$ cat src/rtl/alu_arbiter_if.sv
// alu_arbiter_if: requester-side handshake/operand bus plus the ALU pin bundle
// for alu_arbiter. The slave modport is the arbiter itself; the master modport
// is whatever drives the requests and models the ALU (requesters + ALU).
interface alu_arbiter_if #(
    parameter int WIDTH = 16,
    parameter int SELW  = 4
);
    // requester port 0 (main datapath) and port 1 (address/branch unit)
    logic             req0;
    logic             req1;
    logic [SELW-1:0]  op0;
    logic [SELW-1:0]  op1;
    logic [WIDTH-1:0] a0;
    logic [WIDTH-1:0] b0;
    logic [WIDTH-1:0] a1;
    logic [WIDTH-1:0] b1;
    logic             gnt0;
    logic             gnt1;
    logic             done0;
    logic             done1;
    logic [WIDTH-1:0] res;
    logic             zf;
    logic             busy;

    // ALU pins
    logic [SELW-1:0]  alu_sel;
    logic [WIDTH-1:0] alu_a;
    logic [WIDTH-1:0] alu_b;
    logic [WIDTH-1:0] alu_result;
    logic             alu_zero;

    modport slave (
        input  req0, req1, op0, op1, a0, b0, a1, b1,
        input  alu_result, alu_zero,
        output gnt0, gnt1, done0, done1, res, zf, busy,
        output alu_sel, alu_a, alu_b
    );

    modport master (
        output req0, req1, op0, op1, a0, b0, a1, b1,
        output alu_result, alu_zero,
        input  gnt0, gnt1, done0, done1, res, zf, busy,
        input  alu_sel, alu_a, alu_b
    );
endinterface

$ cat src/rtl/alu_arbiter.sv
// alu_arbiter: shares one WIDTH-bit ALU between two requesters.
// One operation in flight at a time: IDLE -> EXEC -> DONE -> IDLE.
// The winner's select code and operands are latched and drive the ALU from
// registers; the ALU result and zero flag are captured one cycle later and
// returned to the granted port with a single-cycle done pulse.
// Ties are resolved round-robin by default. Defining ALU_ARB_FIXED_PRIO_EN
// selects fixed priority instead (port 0 always wins, no 'last' register).
module alu_arbiter #(
    parameter int WIDTH = 16,
    parameter int SELW  = 4
) (
    input  logic          clk,
    input  logic          rst_n,
    alu_arbiter_if.slave  bus
);

    localparam logic [1:0] ST_IDLE = 2'd0;
    localparam logic [1:0] ST_EXEC = 2'd1;
    localparam logic [1:0] ST_DONE = 2'd2;

    logic [1:0]       state_r;
    logic [1:0]       state_nxt_s;
    logic             owner_r;
    logic             any_req_s;
    logic             win_s;

    logic             gnt0_r;
    logic             gnt1_r;
    logic             done0_r;
    logic             done1_r;
    logic             busy_r;
    logic [SELW-1:0]  alu_sel_r;
    logic [WIDTH-1:0] alu_a_r;
    logic [WIDTH-1:0] alu_b_r;
    logic [WIDTH-1:0] res_r;
    logic             zf_r;

`ifndef ALU_ARB_FIXED_PRIO_EN
    logic             last_r;
`endif

    assign any_req_s = bus.req0 | bus.req1;

    // Winner selection: a lone requester always wins; ties use round-robin
    // (the port that did not win last time) or fixed priority to port 0.
    always_comb begin
        win_s = 1'b0;
        if (bus.req0 && bus.req1) begin
`ifdef ALU_ARB_FIXED_PRIO_EN
            win_s = 1'b0;
`else
            win_s = ~last_r;
`endif
        end else if (bus.req1) begin
            win_s = 1'b1;
        end else begin
            win_s = 1'b0;
        end
    end

    // Next-state logic; requests are only looked at in IDLE.
    always_comb begin
        state_nxt_s = state_r;
        case (state_r)
            ST_IDLE: begin
                if (any_req_s) begin
                    state_nxt_s = ST_EXEC;
                end else begin
                    state_nxt_s = ST_IDLE;
                end
            end
            ST_EXEC: state_nxt_s = ST_DONE;
            ST_DONE: state_nxt_s = ST_IDLE;
            default: state_nxt_s = ST_IDLE;
        endcase
    end

    // State register, handshake pulses, operand latch and result capture.
    always_ff @(posedge clk or negedge rst_n) begin
        if (!rst_n) begin
            state_r   <= ST_IDLE;
            owner_r   <= 1'b0;
            gnt0_r    <= 1'b0;
            gnt1_r    <= 1'b0;
            done0_r   <= 1'b0;
            done1_r   <= 1'b0;
            busy_r    <= 1'b0;
            alu_sel_r <= {SELW{1'b0}};
            alu_a_r   <= {WIDTH{1'b0}};
            alu_b_r   <= {WIDTH{1'b0}};
            res_r     <= {WIDTH{1'b0}};
            zf_r      <= 1'b0;
        end else begin
            state_r <= state_nxt_s;
            busy_r  <= (state_nxt_s != ST_IDLE);
            gnt0_r  <= 1'b0;
            gnt1_r  <= 1'b0;
            done0_r <= 1'b0;
            done1_r <= 1'b0;
            case (state_r)
                ST_IDLE: begin
                    if (any_req_s) begin
                        owner_r   <= win_s;
                        gnt0_r    <= ~win_s;
                        gnt1_r    <= win_s;
                        alu_sel_r <= win_s ? bus.op1 : bus.op0;
                        alu_a_r   <= win_s ? bus.a1  : bus.a0;
                        alu_b_r   <= win_s ? bus.b1  : bus.b0;
                    end
                end
                ST_EXEC: begin
                    res_r   <= bus.alu_result;
                    zf_r    <= bus.alu_zero;
                    done0_r <= ~owner_r;
                    done1_r <= owner_r;
                end
                ST_DONE: begin
                    // return to IDLE; requests deliberately ignored here
                end
                default: begin
                    // illegal encoding recovers through state_nxt_s
                end
            endcase
        end
    end

`ifndef ALU_ARB_FIXED_PRIO_EN
    // Round-robin history: remember the port granted most recently.
    always_ff @(posedge clk or negedge rst_n) begin
        if (!rst_n) begin
            last_r <= 1'b1;
        end else if ((state_r == ST_IDLE) && any_req_s) begin
            last_r <= win_s;
        end
    end
`endif

    assign bus.gnt0    = gnt0_r;
    assign bus.gnt1    = gnt1_r;
    assign bus.done0   = done0_r;
    assign bus.done1   = done1_r;
    assign bus.busy    = busy_r;
    assign bus.res     = res_r;
    assign bus.zf      = zf_r;
    assign bus.alu_sel = alu_sel_r;
    assign bus.alu_a   = alu_a_r;
    assign bus.alu_b   = alu_b_r;

endmodule
$ cat src/flat_wrapper.sv
// flat-port wrapper written by rule: the top's interface ports become plain ports
module alu_arbiter_flat 
#(
    parameter int WIDTH = 16,
    parameter int SELW  = 4
)
  (clk, rst_n, bus_req0, bus_req1, bus_op0, bus_op1, bus_a0, bus_b0, bus_a1, bus_b1, bus_alu_result, bus_alu_zero, bus_gnt0, bus_gnt1, bus_done0, bus_done1, bus_res, bus_zf, bus_busy, bus_alu_sel, bus_alu_a, bus_alu_b);
  alu_arbiter_if #(.WIDTH(WIDTH), .SELW(SELW)) bus_i ();
  input  logic clk;
  input  logic rst_n;
  input wire logic [$bits(bus_i.req0)-1:0] bus_req0;
  input wire logic [$bits(bus_i.req1)-1:0] bus_req1;
  input wire logic [$bits(bus_i.op0)-1:0] bus_op0;
  input wire logic [$bits(bus_i.op1)-1:0] bus_op1;
  input wire logic [$bits(bus_i.a0)-1:0] bus_a0;
  input wire logic [$bits(bus_i.b0)-1:0] bus_b0;
  input wire logic [$bits(bus_i.a1)-1:0] bus_a1;
  input wire logic [$bits(bus_i.b1)-1:0] bus_b1;
  input wire logic [$bits(bus_i.alu_result)-1:0] bus_alu_result;
  input wire logic [$bits(bus_i.alu_zero)-1:0] bus_alu_zero;
  output wire logic [$bits(bus_i.gnt0)-1:0] bus_gnt0;
  output wire logic [$bits(bus_i.gnt1)-1:0] bus_gnt1;
  output wire logic [$bits(bus_i.done0)-1:0] bus_done0;
  output wire logic [$bits(bus_i.done1)-1:0] bus_done1;
  output wire logic [$bits(bus_i.res)-1:0] bus_res;
  output wire logic [$bits(bus_i.zf)-1:0] bus_zf;
  output wire logic [$bits(bus_i.busy)-1:0] bus_busy;
  output wire logic [$bits(bus_i.alu_sel)-1:0] bus_alu_sel;
  output wire logic [$bits(bus_i.alu_a)-1:0] bus_alu_a;
  output wire logic [$bits(bus_i.alu_b)-1:0] bus_alu_b;
  assign bus_i.req0 = bus_req0;
  assign bus_i.req1 = bus_req1;
  assign bus_i.op0 = bus_op0;
  assign bus_i.op1 = bus_op1;
  assign bus_i.a0 = bus_a0;
  assign bus_i.b0 = bus_b0;
  assign bus_i.a1 = bus_a1;
  assign bus_i.b1 = bus_b1;
  assign bus_i.alu_result = bus_alu_result;
  assign bus_i.alu_zero = bus_alu_zero;
  assign bus_gnt0 = bus_i.gnt0;
  assign bus_gnt1 = bus_i.gnt1;
  assign bus_done0 = bus_i.done0;
  assign bus_done1 = bus_i.done1;
  assign bus_res = bus_i.res;
  assign bus_zf = bus_i.zf;
  assign bus_busy = bus_i.busy;
  assign bus_alu_sel = bus_i.alu_sel;
  assign bus_alu_a = bus_i.alu_a;
  assign bus_alu_b = bus_i.alu_b;
  alu_arbiter #(.WIDTH(WIDTH), .SELW(SELW)) u_core (.clk(clk), .rst_n(rst_n), .bus(bus_i));
endmodule
$ cat config.mk
export PLATFORM = sky130hd
export DESIGN_NAME = alu_arbiter_flat
export DESIGN_NICKNAME = d
export VERILOG_FILES = /design/src/rtl/alu_arbiter_if.sv /design/src/rtl/alu_arbiter.sv /design/src/flat_wrapper.sv
export SDC_FILE = /design/constraint.sdc
export NUM_CORES = 1
export LEC_CHECK = 0
export CAP_MARGIN = 30
export CELL_PAD_IN_SITES_DETAIL_PLACEMENT = 1
export CELL_PAD_IN_SITES_GLOBAL_PLACEMENT = 1
export CORE_ASPECT_RATIO = 1.5
export CORE_UTILIZATION = 28
export DETAILED_ROUTE_END_ITERATION = 7
export MAX_ROUTING_LAYER = met4
export PLACE_DENSITY = 0.8
export SYNTH_ARGS = -nofsm -noshare
export SYNTH_HDL_FRONTEND = slang
export SYNTH_SLANG_ARGS = --single-unit
$ cat constraint.sdc
create_clock -name clk -period 2.24 [get_ports clk]
set_clock_uncertainty 0.2 [all_clocks]
set_input_delay 0.336 -clock clk [delete_from_list [all_inputs] [get_ports clk]]
set_output_delay 0.336 -clock clk [all_outputs]
set_load 0.05 [all_outputs]
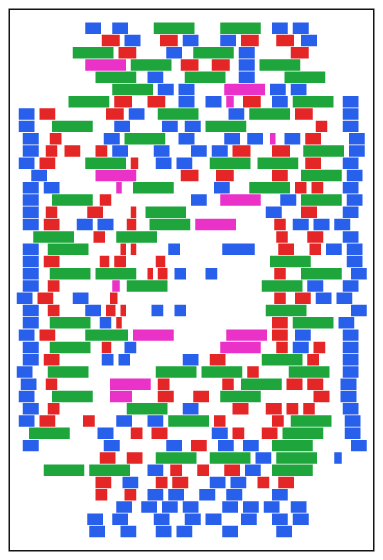
Fig. 1. Placed cells, one colour a class (run 1).
class	colour	cells	share of their area
all other logic	red	105	21%
other buffers and delay cells	blue	161	37%
clock drivers and dummy loads	magenta	14	6.0%
flip-flops	green	62	36%

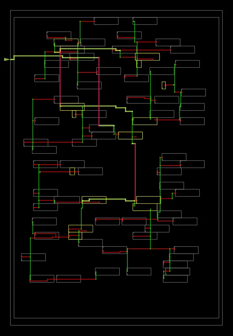
Fig. 2. Clock wiring as the flow saved it (run 1).
TritonCTS Buffers: 9
number of clock buffers in the layout: 12
clk_lat worst skew: 0.32 ns
clk pwr: 0.00121 W

==> Changelog: implementation, run 1 <==
## Implementation

- Clock Path Buffers: 2
- Final wirelength: 8406 um
- Status: completed
- Netlist cell types: 20
- Post-route ant nets: 0
- Yosys warning count: 0
- Simple-Gate Fraction of Synth Area: 2.132%
- Max_slew headroom: 63.18%
- Slew @ Worst Pin: 0.5523 ns
- RSZ-0062 raised after global routing: no
- Gr usage total: a little under a fifth
- Vias post-DR: approximately 2300
- Worst Path Arrival: 1.52 ns
- Yosys stat area: 0.002582 mm^2
- Final Instance Area: 0.004448 mm^2
- Share of cells above drive strength 1: about 13%
- Yosys cell count: approximately 180
- Mapped Area: 0.002582 mm^2
- CORE AREA: 0.008881 mm^2
- Mux frac, synth: 7.413%
- Syn_nets: around 280
- Dominant comb cell: AND-OR/OR-AND gates
- Placed cell area: roughly 0.0042 mm^2
- H-tree depth: 3
- Top cells by area: dfrtp_1 (59%), a221o_1 (14%), o21a_1 (11%)
- Yosys adder share: 0%
- Hpwl dp: 6323 um
- CP peak stage delay: approximately 0.84 ns
- Site Rows: roughly 42
- Final core occ: 50.08%
- Worst path bufs/invs: 1
- I/O Buffers: about 150
- CTS sink count: 62
- Pre-antenna DRT Iters: 4
- Fmax: 0.4869 GHz
- Boundary Pins: 151
- Leak: 1.841 nW
- Cell-by-cell listing of the critical path: clkdlybuf4s50_1
- Aoi share: 25.19%
- Worst Setup Path Type: reg -> out
- Maximum vdd drop: approximately 640 uV
- GRT Residual Overflow: 0
- Most instantiated cells after synthesis: dfrtp_1 (61), o21a_1 (38), a221o_1 (36)
- Vias/cell: around 5.0
- EDFF count, synth: 0
- Number of global-route vias before repair: 2595
- Comb area: 899.6 um^2
- Post-Synthesis Cells: 184
- Area added between synthesis and finish: 72.24%
- FFs w/ async S/R, synth: 100.0%
- N_diodes: 0
- Final setup vio count: 0
- Top-area cell type share of the netlist area: approximately three fifths
- Die area: 0.009619 mm^2
- Top delay family on crit path: buffers and inverters
- Reg area: between 0.0015 and 0.002 mm^2
- Hold Violations, Final: 0
- Critical Path Sink Type: primary output
- Width of the die: 80.42 um
- CP max-delay cell: clkdlybuf4s50_1
- Tmin final: 2.054 ns
- Pin count of the biggest net entering global routing: a little over 40
- Setup TNS: 0 ns
- Clock-pin slew on the worst setup and hold paths: 0.05 ns
- Total tool warning count: 26
- Mapped Avg Cell Area: ~14 um^2
- CP startpoint kind: flip-flop
- Top-count cell post-synth: dfrtp_1
- Crit-path max FO: 2
- Chip Height: ~120 um
- Root buffer cell: clkbuf_16
- Post-Synth XOR/XNOR Area: 0%
- Post-synth top area cell: dfrtp_1
- Iteration-0 DRC Markers: 92
- Tightest Hold Check Type: reg -> reg
- Fin. max-slew vios: 0
- Hold slack: 0.2572 ns
- First-pass GRT wire length: 13100 um
- Synth Seq Share: 60.13%
- Post-CTS Resized: 0
- Initial Util: 29.08%
- Max cap viols: 0
- Post-CTS Setup Repair Bufs: 0
- Nets: between 400 and 500
- Flop-to-flop setup slack: 0.51 ns
- GPL Wtd Cong: 0.6915
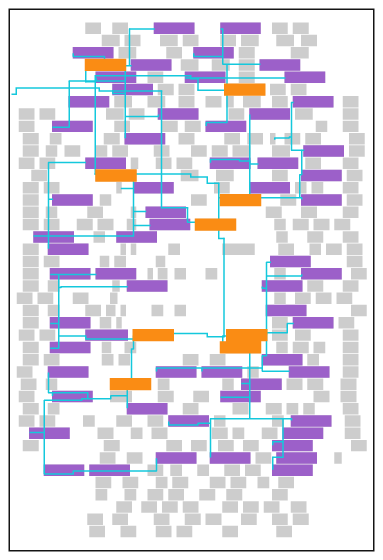
Fig. 3. Clock distribution (run 1).
[flip-flops] purple | count: 62
[cells driving clock nets] orange | count: 9
[clock wires] cyan | length: 840 um
flops lie	widely spread
Clk pwr share: 15.8%

-- run 1: layer usage --
metal  up-vias  track usage (%)  routed length [um]
met3        24            3.650                 458
met2        99            32.10                4476
met5         -                -                   0
met4         0            10.49                 331
met1      1114            19.88                3140
li1       1019                -                   -
-- run 1: flip-flops by register name (all words and copies together), names as in the netlist --
signal,flops
u_core.bus.alu_sel,4
u_core.state_r,2
u_core.last_r,1
u_core.bus.alu_b,16
u_core.bus.res,16
u_core.owner_r,1
u_core.bus.zf,1
u_core.bus.gnt1,1
u_core.bus.gnt0,1
u_core.bus.busy,1
u_core.bus.alu_a,16
u_core.bus.done1,1
u_core.bus.done0,1
-- run 1: cell usage in the layout, fill, tap and decap left out --
cell type        netlist  layout
dfstp_2                1       1
a221o_1               36      36
dlygate4sd3_1          0       1
buf_2                 10       1
buf_4                  1       9
clkbuf_1               1       2
and3_1                 1       1
dfrtp_1               61      61
mux2_2                17      17
nand3_1                1       1
inv_2                  1       1
clkbuf_8               0       1
inv_1                  1       1
nor2_1                 4       3
o21a_1                38      38
clkdlybuf4s50_1        0     149
nand2_1                1       1
nand2b_1               2       2
and2_1                 1       1
buf_12                 0       1
o21ai_0                1       1
or2_1                  1       1
nor2_2                 0       1
clkbuf_16              0       9
clkinv_2               0       2
-- run 1: kinds of logic (layout without fill, tap and decap cells) --
kind of cell / after synthesis / in the layout
buf+inv: 19 / 177
flops: 62 / 62
compound gates: 75 / 75
mux: 17 / 17
simple gates: 11 / 11
-- run 1: timing repair --
| action | CTS | global route |
|---|---|---|
| hold buffers | 1 | 0 |
| setup endpoints to repair | 0 | 0 |
| endpoints found under the hold margin | 21 | 0 |
-- run 1: area by class of cell --
| type | instances | area share (%) |
|---|---|---|
| flip-flops and latches | 62 | 34.91 |
| clock buffers | 12 | 5.541 |
| inverters | 2 | 0.1688 |
| well taps | 110 | 3.094 |
| multi-input cells | 103 | 20.23 |
| clock inverters | 2 | 0.2250 |
| repair buffers | 161 | 35.84 |
-- run 1: power breakdown --
group	total [W]	internal [W]	leakage [nW]	switching [W]
sequential	0.00198	0.00168	0.754	0.000299
clock	0.00121	0.000761	0.128	0.000448
combinational	0.00446	0.00173	0.959	0.00272
-- run 1: path summary, 6_finish.rpt --
kind / depth (start not counted) / start / endpoint
worst min register to register: 1 / u_core.owner_r$_DFFE_PN0P_ / u_core.bus.done0$_DFF_PN0_
worst max-delay path: 1 / u_core.bus.alu_b[6]$_DFFE_PN0P_ / bus_alu_b[6]
min in group asynchronous: 2 / rst_n / u_core.bus.alu_a[6]$_DFFE_PN0P_
max in group asynchronous: 3 / rst_n / u_core.bus.done0$_DFF_PN0_
worst max register to register: 4 / u_core.last_r$_DFFE_PN1P_ / u_core.bus.alu_b[6]$_DFFE_PN0P_
worst min-delay path: 1 / u_core.owner_r$_DFFE_PN0P_ / u_core.bus.done0$_DFF_PN0_
-- run 1: stage by stage --
stage                     setup slack, ns  cells  total power, W
after floorplan                    0.5574    184        0.004988
after global placement             0.2309    437        0.006370
after detailed placement           0.1624    437        0.006483
after CTS                          0.1562    452        0.007730
after global routing               0.1542    452        0.007986
final                              0.1864    452        0.007645
==> inputs of run 2 (changes only) <==
--- a/config.mk
+++ b/config.mk
@@ -9,10 +9,11 @@
 export CELL_PAD_IN_SITES_DETAIL_PLACEMENT = 1
 export CELL_PAD_IN_SITES_GLOBAL_PLACEMENT = 1
 export CORE_ASPECT_RATIO = 1.5
-export CORE_UTILIZATION = 28
+export CORE_UTILIZATION = 29
+export CTS_BUF_LIST = sky130_fd_sc_hd__clkbuf_4 sky130_fd_sc_hd__clkbuf_8
 export DETAILED_ROUTE_END_ITERATION = 7
 export MAX_ROUTING_LAYER = met4
-export PLACE_DENSITY = 0.8
+export PLACE_DENSITY = 0.82
 export SYNTH_ARGS = -nofsm -noshare
 export SYNTH_HDL_FRONTEND = slang
 export SYNTH_SLANG_ARGS = --single-unit
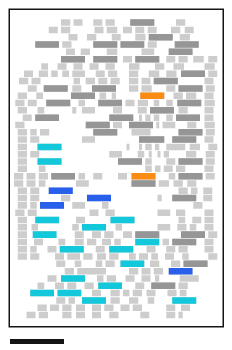
Fig. 4. Sequential cells coloured by netlist name (run 2).
Bar = 20 um. Other sequential cells in the stronger grey, the rest of the logic in the fainter grey.
signal	colour	sequential cells
u_core.bus.alu_a	cyan	16
u_core.state_r	orange	2
u_core.bus.alu_sel	blue	4
not coloured	40
sequential power: 0.00197 W
Reg area: 0.001553 mm^2

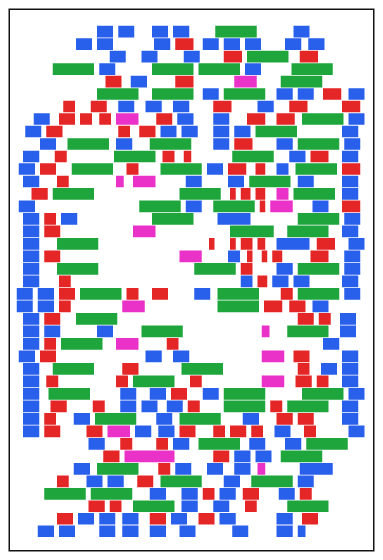
Fig. 5. Placed cells, one colour a class (run 2).
class	colour	cells	share of their area
flip-flops	green	62	36%
all other logic	red	105	21%
other buffers and delay cells	blue	157	37%
clock drivers and dummy loads	magenta	16	4.8%

==> run 2 against run 1 <==
  * Design area down 1.3%
  * Sequential share of layout area up 0.45 points
  * Worst hold slack better by 0.017 ns
  * Combinational power about the same
  * Area after synthesis is the same
  * Critical path depth is the same
  * Via count is 0.22% higher
  * Total power is 2.4% lower
  * Global-route usage is 1.2 points higher
  * First-iteration DRC count is 26% lower
  * Routed wire length shrank 0.64%
  * Largest power group unchanged
==> Changelog: implementation, run 2 <==
## Implementation

- Final wirelength: roughly 8400 um
- Hold slack: about 0.27 ns
- Worst Setup Path Type: reg -> out
- Top-count cell post-synth: dfrtp_1
- Clock Path Buffers: 2
- CP startpoint kind: flip-flop
- Worst Setup Slack, final: 0.1422 ns
- Max cap viols: 0
- Iteration-0 DRC Markers: roughly 70
- FFs w/ async S/R, synth: 100.0%
- Endpoint, Worst Hold: u_core.bus.done0$_DFF_PN0_
- Metal2 WL: 4783 um
- GRT Residual Overflow: 0
- Setup TNS: 0 ns
- Post-CTS Setup Repair Bufs: 0
- Cells on worst reg2reg path: 4
- Root buffer cell: clkbuf_8
- Slew @ Worst Pin: 0.6880 ns
- Status: completed
- Cell-internal power: 0.003992 W
- GPL Wtd Cong: between 0.7 and 0.8
- Top cells excl fill/tap: clkdlybuf4s50_1 (149), dfrtp_1 (61), o21a_1 (38)
- Top delay family on crit path: buffers and inverters
- Top-area cell type share of the netlist area: 59.11%
- Top Metal Used: met4
- Sw Share: a little under half
- Yosys warning count: 0
- N_diodes: 0
- Netlist cell types: 20
- Final core occ: about half
- Reg2reg end: u_core.bus.alu_a[9]$_DFFE_PN0P_
- Comb area: 904.6 um^2
- Nets: roughly 430
- Share of cells above drive strength 1: 12.65%
- Most frequent logic cell in the layout: clkdlybuf4s50_1
- First-pass GRT wire length: 13600 um
## run 2: cell counts after synthesis
Identical to the previous run, type by type.
## run 2: how the worst max path moves through the flow
stage / slack, ns / cells past startpoint / startpoint / endpoint
floorplan: 0.56 / 5 / u_core.last_r$_DFFE_PN1P_ / u_core.bus.alu_b[10]$_DFFE_PN0P_
global placement: 0.14 / 5 / bus_req1 / u_core.bus.alu_b[6]$_DFFE_PN0P_
detailed placement: 0.06 / 5 / bus_req1 / u_core.bus.alu_a[13]$_DFFE_PN0P_
CTS: 0.14 / 1 / u_core.bus.res[7]$_DFFE_PN0N_ / bus_res[7]
global route: 0.10 / 1 / u_core.bus.alu_b[9]$_DFFE_PN0P_ / bus_alu_b[9]
finish: 0.14 / 1 / u_core.bus.alu_a[5]$_DFFE_PN0P_ / bus_alu_a[5]
## run 2: routing by layer
layer | global-route usage (%) | vias to the layer above
li1 | - | 1007
met1 | 18.82 | 1145
met2 | 36.80 | 88
met3 | 3.411 | 21
met4 | 11.48 | 0
met5 | - | -
## run 2: metrics by stage
| stage | cells | power (W) | area (um^2) |
|---|---|---|---|
| 2_1_floorplan | 184 | 0.004988 | 2582 |
| 3_3_place_gp | 430 | 0.006362 | 4178 |
| 3_5_place_dp | 430 | 0.006497 | 4178 |
| 4_1_cts | 447 | 0.007559 | 4392 |
| 5_1_grt | 447 | 0.007818 | 4392 |
| 6_report | 447 | 0.007460 | 4392 |
## run 2: power by group through the flow
| stage | logic [W] | clock network, W | registers, W |
|---|---|---|---|
| detailed placement | 0.00451 | 0 | 0.00198 |
| CTS | 0.00452 | 0.00105 | 0.00198 |
| global route | 0.00467 | 0.00110 | 0.00204 |
| floorplan | 0.00125 | 0 | 0.00373 |
| global placement | 0.00441 | 0 | 0.00196 |
| finish | 0.00447 | 0.00102 | 0.00197 |
## run 2: cell type report
cell class | count | share of cell area, %
Clock buffer | 12 | 3.618
Clock inverter | 4 | 1.026
Inverter | 2 | 0.1709
Multi-Input combinational cell | 103 | 20.60
Sequential cell | 62 | 35.36
Tap cell | 107 | 3.048
Timing Repair Buffer | 157 | 36.18
## run 2: kinds of logic (layout without fill, tap and decap cells)
| group | count (synthesis) | count (layout) | share of synthesized area, % |
|---|---|---|---|
| buf+inv | 19 | 175 | 5.135 |
| mux | 17 | 17 | 7.413 |
| flops | 62 | 62 | 60.13 |
| compound gates | 75 | 75 | 25.19 |
| simple gates | 11 | 11 | 2.132 |
## run 2: repair_timing
item	CTS	global route
endpoints found under the hold margin	61	0
resized	0	0
hold buffers	1	0
setup endpoints to repair	0	0
Power and IR drop assume default switching activity.
